### src/rtl/layer_sequencer_if.sv
// Control bundle between the host, the layer sequencer and the per-layer
// conv controllers. The slave side is the sequencer itself; the master side
// is whoever drives run/abort and returns the layer_done handshakes.
interface layer_sequencer_if #(
  parameter int NUM_LAYERS = 3,
  parameter int LW         = 2,
  parameter int OC_W       = 4
);
  logic                  run;
  logic                  abort;
  logic [NUM_LAYERS-1:0] layer_done;
  logic [NUM_LAYERS-1:0] layer_start;
  logic [LW-1:0]         layer_idx;
  logic [OC_W-1:0]       oc_idx;
  logic                  busy;
  logic                  net_done;
  logic                  timeout;

  modport master (
    output run, abort, layer_done,
    input  layer_start, layer_idx, oc_idx, busy, net_done, timeout
  );

  modport slave (
    input  run, abort, layer_done,
    output layer_start, layer_idx, oc_idx, busy, net_done, timeout
  );
endinterface

### src/rtl/layer_sequencer.sv
// Network-level scheduler: walks layers 0..NUM_LAYERS-1, pulses one start per
// output channel of the current layer and waits for that layer's done before
// moving on. Zero-channel layers are skipped; a per-channel watchdog or an
// external abort drops the walk back to IDLE.
module layer_sequencer #(
  parameter int                         NUM_LAYERS = 3,
  parameter int                         LW         = 2,
  parameter int                         OC_W       = 4,
  parameter logic [NUM_LAYERS*OC_W-1:0] LAYER_OC   = {4'd2, 4'd0, 4'd3},
  parameter int                         TO_W       = 16,
  parameter int                         TIMEOUT    = 1024
) (
  input logic              clk,
  input logic              rst,
  layer_sequencer_if.slave bus
);

  typedef enum logic [2:0] {
    S_IDLE,
    S_ISSUE,
    S_WAIT,
    S_ADV,
    S_DONE
  } state_t;

  localparam logic [LW-1:0]   LAST_L = LW'(NUM_LAYERS - 1);
  localparam logic [TO_W-1:0] TO_LIM = TO_W'(TIMEOUT - 1);

  state_t          state, state_d;
  logic [LW-1:0]   lidx, lidx_d;
  logic [OC_W-1:0] oc, oc_d;
  logic [TO_W-1:0] wd, wd_d;
  logic            to_flag, to_d;

  logic [OC_W-1:0] cnt;
  logic [OC_W-1:0] oc_inc;
  logic            cur_done;

  // Channel count and done bit of the layer currently being worked on; done
  // bits of every other layer are masked out here.
  always_comb begin
    cnt      = '0;
    cur_done = 1'b0;
    for (int i = 0; i < NUM_LAYERS; i++) begin
      if (lidx == LW'(i)) begin
        cnt      = LAYER_OC[i*OC_W +: OC_W];
        cur_done = bus.layer_done[i];
      end
    end
  end

  // oc never exceeds cnt-1, so this increment cannot wrap in practice.
  assign oc_inc = oc + OC_W'(1);

  // Next-state and next-index logic; abort overrides everything outside IDLE.
  always_comb begin
    state_d = state;
    lidx_d  = lidx;
    oc_d    = oc;
    wd_d    = wd;
    to_d    = to_flag;
    case (state)
      S_IDLE: begin
        if (bus.run && !bus.abort) begin
          lidx_d  = '0;
          oc_d    = '0;
          to_d    = 1'b0;
          state_d = S_ISSUE;
        end
      end
      S_ISSUE: begin
        if (cnt == '0) begin
          state_d = S_ADV;
        end else begin
          wd_d    = '0;
          state_d = S_WAIT;
        end
      end
      S_WAIT: begin
        if (cur_done) begin
          state_d = S_ADV;
        end else if (TIMEOUT != 0 && wd == TO_LIM) begin
          to_d    = 1'b1;
          lidx_d  = '0;
          oc_d    = '0;
          state_d = S_IDLE;
        end else if (wd != '1) begin
          // saturating count; only matters with the watchdog disabled
          wd_d = wd + TO_W'(1);
        end
      end
      S_ADV: begin
        if (cnt != '0 && oc_inc < cnt) begin
          oc_d    = oc_inc;
          state_d = S_ISSUE;
        end else begin
          oc_d = '0;
          if (lidx == LAST_L) begin
            state_d = S_DONE;
          end else begin
            lidx_d  = lidx + LW'(1);
            state_d = S_ISSUE;
          end
        end
      end
      S_DONE: begin
        lidx_d  = '0;
        oc_d    = '0;
        state_d = S_IDLE;
      end
      default: begin
        lidx_d  = '0;
        oc_d    = '0;
        state_d = S_IDLE;
      end
    endcase
    // abort wins over done, watchdog and advance, and never sets timeout
    if (bus.abort && state != S_IDLE) begin
      state_d = S_IDLE;
      lidx_d  = '0;
      oc_d    = '0;
      wd_d    = wd;
      to_d    = to_flag;
    end
  end

  // State, indices, watchdog and sticky timeout flag.
  always_ff @(posedge clk or posedge rst) begin
    if (rst) begin
      state   <= S_IDLE;
      lidx    <= '0;
      oc      <= '0;
      wd      <= '0;
      to_flag <= 1'b0;
    end else begin
      state   <= state_d;
      lidx    <= lidx_d;
      oc      <= oc_d;
      wd      <= wd_d;
      to_flag <= to_d;
    end
  end

  // Outputs decode registered state only; no input reaches an output
  // combinationally.
  for (genvar i = 0; i < NUM_LAYERS; i++) begin : g_start
    assign bus.layer_start[i] = (state == S_ISSUE) && (cnt != '0) && (lidx == LW'(i));
  end

  assign bus.layer_idx = lidx;
  assign bus.oc_idx    = oc;
  assign bus.busy      = (state != S_IDLE);
  assign bus.net_done  = (state == S_DONE);
  assign bus.timeout   = to_flag;

endmodule

### src/flat_wrapper.sv
// flat-port wrapper written by rule: the top's interface ports become plain ports
module layer_sequencer_flat 
#(
  parameter int                         NUM_LAYERS = 3,
  parameter int                         LW         = 2,
  parameter int                         OC_W       = 4,
  parameter logic [NUM_LAYERS*OC_W-1:0] LAYER_OC   = {4'd2, 4'd0, 4'd3},
  parameter int                         TO_W       = 16,
  parameter int                         TIMEOUT    = 1024
)
  (clk, rst, bus_run, bus_abort, bus_layer_done, bus_layer_start, bus_layer_idx, bus_oc_idx, bus_busy, bus_net_done, bus_timeout);
  layer_sequencer_if #(.NUM_LAYERS(NUM_LAYERS), .LW(LW), .OC_W(OC_W)) bus_i ();
  input logic clk;
  input logic rst;
  input wire logic [$bits(bus_i.run)-1:0] bus_run;
  input wire logic [$bits(bus_i.abort)-1:0] bus_abort;
  input wire logic [$bits(bus_i.layer_done)-1:0] bus_layer_done;
  output wire logic [$bits(bus_i.layer_start)-1:0] bus_layer_start;
  output wire logic [$bits(bus_i.layer_idx)-1:0] bus_layer_idx;
  output wire logic [$bits(bus_i.oc_idx)-1:0] bus_oc_idx;
  output wire logic [$bits(bus_i.busy)-1:0] bus_busy;
  output wire logic [$bits(bus_i.net_done)-1:0] bus_net_done;
  output wire logic [$bits(bus_i.timeout)-1:0] bus_timeout;
  assign bus_i.run = bus_run;
  assign bus_i.abort = bus_abort;
  assign bus_i.layer_done = bus_layer_done;
  assign bus_layer_start = bus_i.layer_start;
  assign bus_layer_idx = bus_i.layer_idx;
  assign bus_oc_idx = bus_i.oc_idx;
  assign bus_busy = bus_i.busy;
  assign bus_net_done = bus_i.net_done;
  assign bus_timeout = bus_i.timeout;
  layer_sequencer #(.NUM_LAYERS(NUM_LAYERS), .LW(LW), .OC_W(OC_W), .LAYER_OC(LAYER_OC), .TO_W(TO_W), .TIMEOUT(TIMEOUT)) u_core (.clk(clk), .rst(rst), .bus(bus_i));
endmodule
### config.mk
export PLATFORM = sky130hd
export DESIGN_NAME = layer_sequencer_flat
export DESIGN_NICKNAME = d
export VERILOG_FILES = /design/src/rtl/layer_sequencer_if.sv /design/src/rtl/layer_sequencer.sv /design/src/flat_wrapper.sv
export SDC_FILE = /design/constraint.sdc
export NUM_CORES = 1
export LEC_CHECK = 0
export ABC_AREA = 1
export CELL_PAD_IN_SITES_DETAIL_PLACEMENT = 1
export CELL_PAD_IN_SITES_GLOBAL_PLACEMENT = 1
export CORE_ASPECT_RATIO = 0.6
export CORE_UTILIZATION = 43
export DETAILED_ROUTE_END_ITERATION = 7
export GPL_TIMING_DRIVEN = 0
export PLACE_DENSITY_LB_ADDON = 0.05
export RECOVER_POWER = 100
export SLEW_MARGIN = 15
export SYNTH_ARGS = -nofsm -noshare
export SYNTH_HDL_FRONTEND = slang
export SYNTH_SLANG_ARGS = --single-unit
export TNS_END_PERCENT = 20
### constraint.sdc
create_clock -name clk -period 3.83 [get_ports clk]
set_input_delay 0.383 -clock clk [delete_from_list [all_inputs] [get_ports clk]]
set_output_delay 0.383 -clock clk [all_outputs]
set_load 0.01 [all_outputs]
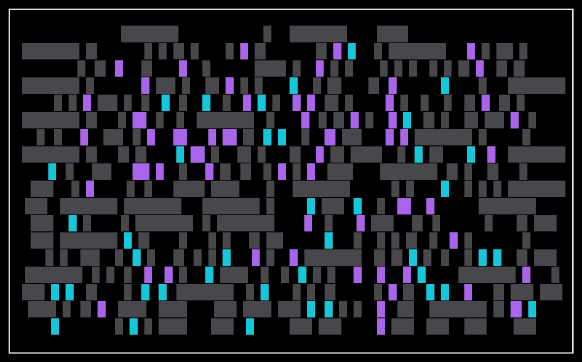
*Logic cells by family, run 1*
[NOR gates] purple | cells: 57
[inverters] cyan | cells: 40 | where: spread over the die

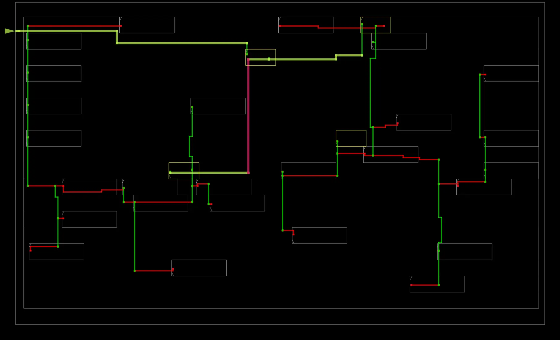
*Clock nets, run 1*
Clk. pwr: 186 µW
CTS Buf Count: 3
# clk buffers: 4
CTS sink cnt: 26
Worst Skew: 0.00819 ns

==> impl_metrics.env, run 1 <==
# physical design summary
export IMPL_areaGrowthSynthToFinish_pct=13.7
export IMPL_p_leak_uw=0.00117
export IMPL_groute_usage_overall_pct=26.3
export IMPL_grt_pass1_wl_um=9230
export IMPL_crit_type="register to register"
export IMPL_die_area_um2=4810
export IMPL_async_reset_ff_share_pct=100
export IMPL_fmax_ghz=0.337
export IMPL_antenna_found_initial=0
export IMPL_firstDrtPassIters=4
export IMPL_overflow=0
export IMPL_antenna_cells=0
export IMPL_antenna_left=0
export IMPL_end_kind="register"
export IMPL_cp_arrival_ns=3.14
export IMPL_start_kind="register"
export IMPL_top_register="u_core.wd"
export IMPL_hold_class="register to register"
export IMPL_largest_register_ffs=16
export IMPL_grt_pass1_vias=1910
export IMPL_max_clock_path_buffers=2
export IMPL_status="finished, final reports clean"
export IMPL_warnings=29
export IMPL_vdd_drop_max_v=0.000147
export IMPL_rsz0062_at_grt="no"
export IMPL_gp_congestion=0.876
export IMPL_setup_violations=0
export IMPL_ctsResizeCount=0
export IMPL_p_seq_share_pct=35.7
export IMPL_clk_insertion_delay_late_ns=0.28
export IMPL_die_h_um=54.1
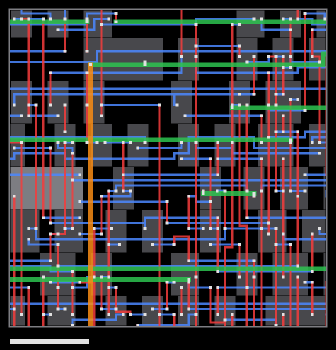
*A small window of the routed layout, run 1*
The bar under the picture is 5 µm long. Region (34, 28) to (54, 48) µm. Cells in grey, sequential cells in the stronger grey; small squares are vias.
[metal 1] blue
[metal 3] green
[metal 4] orange
[metal 2] red
sequential cells in the window: 1
netlist names of flops here include: `u_core.wd` (1)
cells with their middle in the window: 47
most frequent: nand2_1 (16), nor2_1 (11), nand3_1 (6)

[run 1: layout by cell type (no fill, tap or decap), drive strengths merged]
| master | count |
|---|---|
| clkinv | 1 |
| dfrtp | 26 |
| inv | 39 |
| nor3b | 1 |
| ha | 7 |
| nor2 | 54 |
| a21oi | 2 |
| clkbuf | 6 |
| dlygate4sd3 | 13 |
| clkdlybuf4s50 | 5 |
| o21a | 1 |
| buf | 2 |
| nand3 | 33 |
| xor2 | 5 |
| nor3 | 2 |
| nand2 | 114 |
| xnor2 | 2 |
| nand4 | 6 |
| nand3b | 1 |
| o21ai | 5 |
[run 1: final cells by class]
class	count	area (µm²)	area share, %
multi-input combinational	233	1080	48.9
sequential	26	651	29.4
timing repair buffer	18	180	8.14
inverter	40	150	6.78
tap	60	75.1	3.39
clock buffer	4	55.1	2.49
buffer	4	20.0	0.904
[run 1: metrics by stage]
stage	instances	setup slack (ns)	utilization (%)	instance area [µm²]	total power (µW)
finish	385	0.865	52.3	2210	891
global route	385	0.564	52.3	2210	965
CTS	385	1.03	53.3	2260	955
detailed placement	381	1.36	52.0	2200	766
global placement	381	1.43	52.0	2200	758
floorplan	303	2.00	-	1950	618
[run 1: worst min-delay path: stages (launching register included)]
cell and delay (ns):
dfrtp_1 0.34, o21ai_0 0.08, nand2_1 0.07
[run 1: cell usage after synthesis, types with 2 or more instances]
cell type / number
a21oi_1: 2
dfrtp_1: 26
ha_1: 7
inv_1: 36
inv_2: 4
nand2_1: 109
nand2_2: 3
nand2_4: 2
nand3_1: 30
nand3_2: 3
nand4_1: 6
nor2_1: 47
nor2_2: 6
nor3_1: 2
o21ai_0: 5
xnor2_1: 2
xor2_1: 5
[run 1: logic make-up (layout without fill, tap and decap cells)]
| kind of cell | after synthesis | after routing | synth area share (%) |
|---|---|---|---|
| fa+ha+maj | 7 | 7 | 4.50 |
| buf+inv | 44 | 66 | 9.13 |
| flops | 26 | 26 | 33.4 |
| xor+xnor | 7 | 7 | 3.15 |
| compound gates | 8 | 8 | 2.19 |
| simple gates | 211 | 211 | 47.6 |
[run 1: worst paths after layout]
| kind | startpoint | endpoint | slack (ns) | depth (start not counted) |
|---|---|---|---|---|
| worst max-delay path | u_core.bus.layer_idx[0] | u_core.wd[1] | 0.86 | 12 |
| worst min-delay path | u_core.bus.timeout | u_core.bus.timeout | 0.51 | 2 |
| worst max register to register | u_core.bus.layer_idx[0] | u_core.wd[1] | 0.86 | 12 |
| worst min register to register | u_core.bus.timeout | u_core.bus.timeout | 0.51 | 2 |
| max in group asynchronous | rst | u_core.wd[12] | 2.73 | 2 |
| min in group asynchronous | rst | u_core.state[2] | 0.65 | 2 |
[run 1: routing by layer]
layer  vias up  routed length (µm)  track usage (%)
li1        979                   -                -
met1       926                2940             39.5
met2        45                2210             40.1
met3         2                 357             5.21
met4         0                  19             2.42
met5         -                   0                0
[run 1: power by group through the flow]
| stage | combinational [µW] | clock, µW | sequential (µW) |
|---|---|---|---|
| 2_1_floorplan | 299 | 0 | 320 |
| 3_3_place_gp | 435 | 0 | 323 |
| 3_5_place_dp | 442 | 0 | 324 |
| 4_1_cts | 443 | 194 | 319 |
| 5_1_grt | 439 | 203 | 323 |
| 6_report | 387 | 186 | 318 |
### I/O pins on the die edge, run 1

The bar under the picture is 20 µm long. Pins as bars across the die edge, other pins in grey.
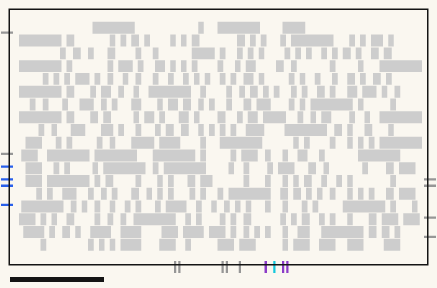

==> run 1 -> run 2 <==
CORE_UTILIZATION = 40   (was 43)
clock period = 2.92 ns   (was 3.83 ns; I/O delays follow)
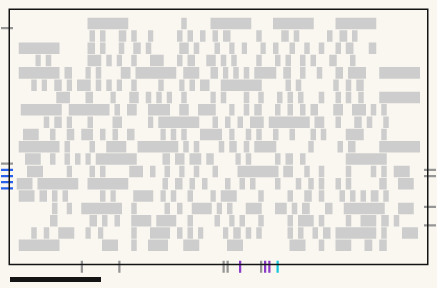
*I/O pins on the die edge, run 2*
The bar under the picture is 20 µm long. Pins as bars across the die edge, other pins in grey.
[`bus_layer_start`] purple | pins: 3 | direction: output | edge: bottom
[`bus_abort`] cyan | pins: 1 | direction: input | edge: bottom
[`bus_oc_idx`] blue | pins: 4 | direction: output | edge: left
all pins by edge: 9 bottom, 6 left, 4 right

==> run 2 against run 1 <==
Compared with the run above:
- sequential power up 31%
- synthesized cell count did not move
- final cell count up 0.78%
- register-to-register slack worse by 0.47 ns
- non-clock buffer count is the same
- flip-flop count stayed put
==> impl_metrics.env, run 2 <==
# physical design summary
export IMPL_crit_type="register to primary output"
export IMPL_top_register="u_core.wd"
export IMPL_die_area_um2=5160
export IMPL_end_kind="primary output"
export IMPL_die_h_um=56.0
export IMPL_clk_insertion_delay_late_ns=0.28
export IMPL_setup_violations=0
export IMPL_grt_pass1_wl_um=10000
export IMPL_dp_cells=384
export IMPL_groute_usage_overall_pct=25.2
export IMPL_p_leak_uw=0.00118
export IMPL_fin_ws_ns=0.321
export IMPL_fmax_ghz=0.385
export IMPL_start_kind="register"
export IMPL_firstDrtPassIters=4
export IMPL_top_cells_by_count="109 x nand2_1, 47 x nor2_1, 36 x inv_1"
export IMPL_largest_register_ffs=16
export IMPL_drv_slew=0
export IMPL_layout_top_cells="111 x nand2_1, 49 x nor2_1, 36 x inv_1"
export IMPL_antenna_cells=0
export IMPL_top_cell="nand2_1"
export IMPL_areaGrowthSynthToFinish_pct=14.5
export IMPL_overflow=0
export IMPL_cts_num_sinks=26
export IMPL_antenna_found_initial=0
export IMPL_fin_skew_ns=0.00419
export IMPL_rsz0062_at_grt="no"
export IMPL_cp_arrival_ns=2.31
export IMPL_fin_cells=388
export IMPL_coreArea_um2=4610
export IMPL_async_reset_ff_share_pct=100
export IMPL_syn_nets=317
export IMPL_max_stage_delay_ns=0.61
export IMPL_vdd_drop_max_v=0.000265
export IMPL_ctsResizeCount=0
export IMPL_status="finished, final reports clean"
## run 2: routing by layer
layer / vias up / GRT usage [%] / routed length, µm
met5: - / 0 / 0
met4: 0 / 3.57 / 0
met3: 0 / 4.37 / 285
met2: 43 / 35.7 / 2360
met1: 925 / 40.2 / 3200
li1: 976 / - / -
## run 2: area by class of cell
class,instances,area [µm²]
inverters,40,150
well taps,63,78.8
flip-flops and latches,26,651
plain buffers,4,25.0
multi-input cells,233,1090
fillers,653,2380
repair buffers,18,180
clock buffers,4,55.1
## run 2: power breakdown
part / switching (µW) / internal (µW)
clock: 121 / 121
combinational: 366 / 163
sequential: 33.9 / 384
total: 521 / 668
## run 2: tightest hold or removal path: cells and delay by family (launching register included)
kind | cells | cell delay (ns)
AND/OR/NAND/NOR | 1 | 0.07
AND-OR/OR-AND | 1 | 0.09
flip-flops | 1 | 0.34
## run 2: cell families (layout without fill, tap and decap cells)
logic type	Yosys count	after routing	synth area share, %
adders and majority gates	7	7	4.50
xor gates and xnor gates	7	7	3.15
buffers and inverters	44	66	9.13
AOI/OAI and AO/OA	8	8	2.19
DFF	26	26	33.4
and+or+nand+nor	211	211	47.6
## run 2: worst paths after layout
path	from	end	slack [ns]	cells after the start
worst min register to register	u_core.bus.timeout	u_core.bus.timeout	0.53	2
worst min-delay path	u_core.bus.timeout	u_core.bus.timeout	0.53	2
max in group asynchronous	rst	u_core.wd[7]	1.52	2
worst max register to register	u_core.bus.layer_idx[0]	u_core.wd[6]	0.39	11
worst max-delay path	u_core.bus.layer_idx[0]	bus_layer_start[0]	0.32	9
min in group asynchronous	rst	u_core.wd[2]	0.73	2
## run 2: stage by stage
step	util (%)	power, µW	hold WS, ns	cell area [µm²]
floorplan	-	811	0.332	1950
global placement	47.8	1000	0.499	2210
detailed placement	47.8	1010	0.506	2210
CTS	49.0	1260	0.539	2260
global route	48.3	1280	0.576	2230
finish	48.3	1190	0.535	2230
### A small window of the routed layout, run 2

The bar under the picture is 5 µm long. Region (36, 29) to (56, 49) µm. Cells in grey, sequential cells in the stronger grey; small squares are vias.
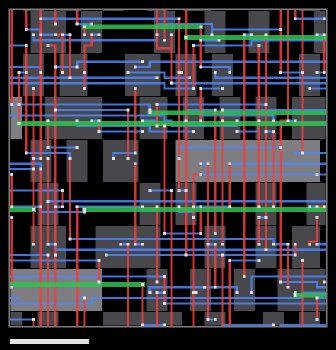

==> run 2 -> run 3 <==
CORE_MARGIN = 2   (was default)
CORE_UTILIZATION = 25   (was 40)
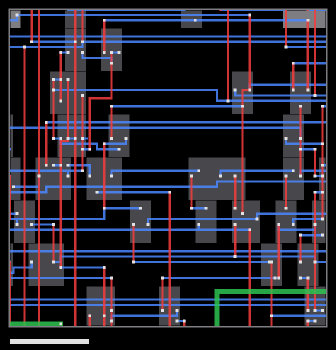
*A small window of the routed layout, run 3*
The bar under the picture is 5 µm long. Region (49, 41) to (69, 61) µm. Cells in grey, sequential cells in the stronger grey; small squares are vias.
[metal 1] blue
[metal 3] green
[metal 2] red
most frequent: nand2_1 (10), nor2_1 (4)
cells with their middle in the window: 24
sequential cells in the window: 0

==> run 3 against run 2 <==
Compared with the run above:
- sequential power about the same
- combinational power is 4.5% higher
- non-clock buffer count is the same
- area after synthesis unchanged
- worst hold slack lost 0.027 ns
- register-to-register slack improved by 0.11 ns
- core utilization decreased by 17 points
- die size rose by 65%
- final cell count grew 11%
- wire length increased by 3.3%
- clock skew rose by 0.0023 ns
- global-route usage down 9.3 points
==> impl_metrics.env, run 3 <==
# physical design summary
export IMPL_antenna_cells=0
export IMPL_r2r_setup_slack_ns=0.50
export IMPL_postLayoutCoreUtil_pct=31.2
export IMPL_crit_path_max_fanout=5
export IMPL_p_leak_uw=0.00120
export IMPL_fmax_ghz=0.383
export IMPL_drv_slew=0
export IMPL_vdd_drop_max_v=0.000207
export IMPL_grt_max_degree=27
export IMPL_die_h_um=72.4
export IMPL_combGateArea_um2=1100
export IMPL_n_fill_cell=958
export IMPL_rsz0062_at_grt="no"
export IMPL_max_stage_delay_ns=0.61
export IMPL_layout_top_cells="112 x nand2_1, 49 x nor2_1, 36 x inv_1"
export IMPL_r2r_start="u_core.bus.layer_idx[0]"
export IMPL_coreArea_um2=7420
export IMPL_start_kind="register"
export IMPL_final_cell_area_um2=2320
export IMPL_clkTransAtPathRegs_ns=0.07
export IMPL_dp_cells=425
export IMPL_groute_usage_overall_pct=15.9
export IMPL_top_register="u_core.wd"
export IMPL_setup_violations=0
export IMPL_fin_ws_ns=0.311
export IMPL_hp_start="u_core.bus.timeout"
export IMPL_async_reset_ff_share_pct=100
export IMPL_cp_arrival_ns=2.32
export IMPL_top_cells_by_count="109 x nand2_1, 47 x nor2_1, 36 x inv_1"
export IMPL_overflow=0
export IMPL_reg2reg_depth=12
export IMPL_crit_type="register to primary output"
export IMPL_antenna_found_initial=0
export IMPL_clk_insertion_delay_late_ns=0.27
export IMPL_hold_end="u_core.bus.timeout"
export IMPL_end_kind="primary output"
export IMPL_ctsResizeCount=0
export IMPL_fin_skew_ns=0.00650
export IMPL_reg2reg_to="u_core.wd[4]"
export IMPL_top_cell="nand2_1"
export IMPL_firstDrtPassIters=4
export IMPL_die_area_um2=8530
export IMPL_syn_nets=317
export IMPL_cts_num_sinks=26
export IMPL_grt_pass1_wl_um=10400
export IMPL_status="finished, final reports clean"
export IMPL_fin_cells=429
-- run 3: kinds of logic (layout without fill, tap and decap cells) --
logic type | Yosys count | count (layout) | share of synthesized area [%]
buf+inv | 44 | 66 | 9.13
xor+xnor | 7 | 7 | 3.15
simple gates | 211 | 211 | 47.6
fa+ha+maj | 7 | 7 | 4.50
compound gates | 8 | 8 | 2.19
flops | 26 | 26 | 33.4
-- run 3: how the worst max path moves through the flow --
stage,startpoint,end,slack (ns),depth (start not counted)
5_1_grt,u_core.bus.layer_idx[0],bus_layer_start[1],0.12,9
3_3_place_gp,u_core.bus.layer_idx[0],bus_layer_start[0],0.60,9
3_5_place_dp,u_core.bus.layer_idx[0],bus_layer_start[1],0.59,9
6_report,u_core.bus.layer_idx[0],bus_layer_start[1],0.31,9
2_1_floorplan,u_core.bus.layer_idx[0],u_core.bus.layer_idx[0],1.09,14
4_1_cts,u_core.bus.layer_idx[0],bus_layer_start[1],0.27,9
-- run 3: layout make-up --
| cell class | instances | area share, % |
|---|---|---|
| clock buffers | 4 | 3.83 |
| flip-flops and latches | 26 | 28.1 |
| inverters | 40 | 6.48 |
| plain buffers | 4 | 0.918 |
| multi-input cells | 233 | 47.3 |
| repair buffers | 18 | 7.78 |
| well taps | 104 | 5.62 |
-- run 3: stage by stage --
step	hold slack, ns	power (µW)
5_1_grt	0.551	1430
2_1_floorplan	0.332	811
6_report	0.508	1320
3_5_place_dp	0.507	1030
3_3_place_gp	0.496	1040
4_1_cts	0.526	1390
-- run 3: worst register-to-register path: stages, from the launching register on --
cell and delay, ns:
dfrtp_1 0.41, inv_1 0.10, ha_1 0.24, inv_1 0.13
nand2_1 0.13, inv_1 0.12, nor2_1 0.08, nor2_1 0.28
nor2_8 0.11, nand2_1 0.25, clkbuf_2 0.34, nand2_1 0.09
nand2_1 0.07
-- run 3: where the power goes --
part	internal (µW)	total, µW	switching, µW
clock network	211	352	142
logic	166	554	388
registers	384	416	32.2
-- run 3: routing by layer --
layer	part of all wire, %	global-route usage (%)	up-vias
li1	-	-	976
met4	0.38	2.81	0
met5	0	0	-
met1	62	25.0	859
met2	35	21.9	13
met3	2.3	3.54	2

## Gallery

Wiring heat map.
(a)
18 x 11 tiles, from white (low) to dark blue (high), scaled to the fullest tile. Values are wire area over tile area, all layers added.
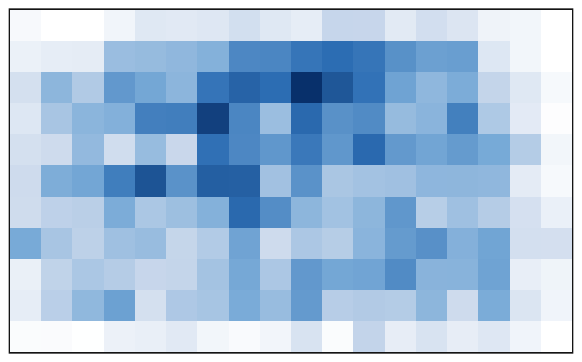
(b)
24 x 14 tiles, from white (low) to dark blue (high), scaled to the fullest tile. Values are wire area over tile area, all layers added.
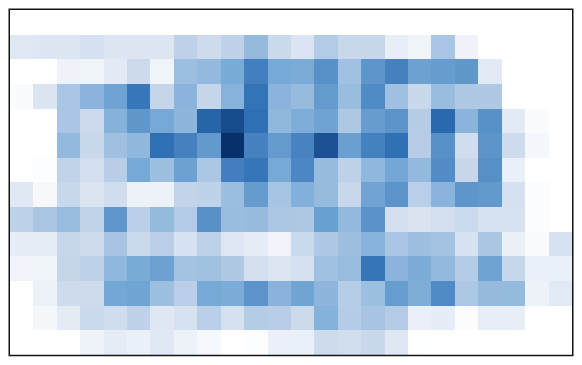
(a) -> run 2
(b) -> run 3

Power and IR drop assume default switching activity.
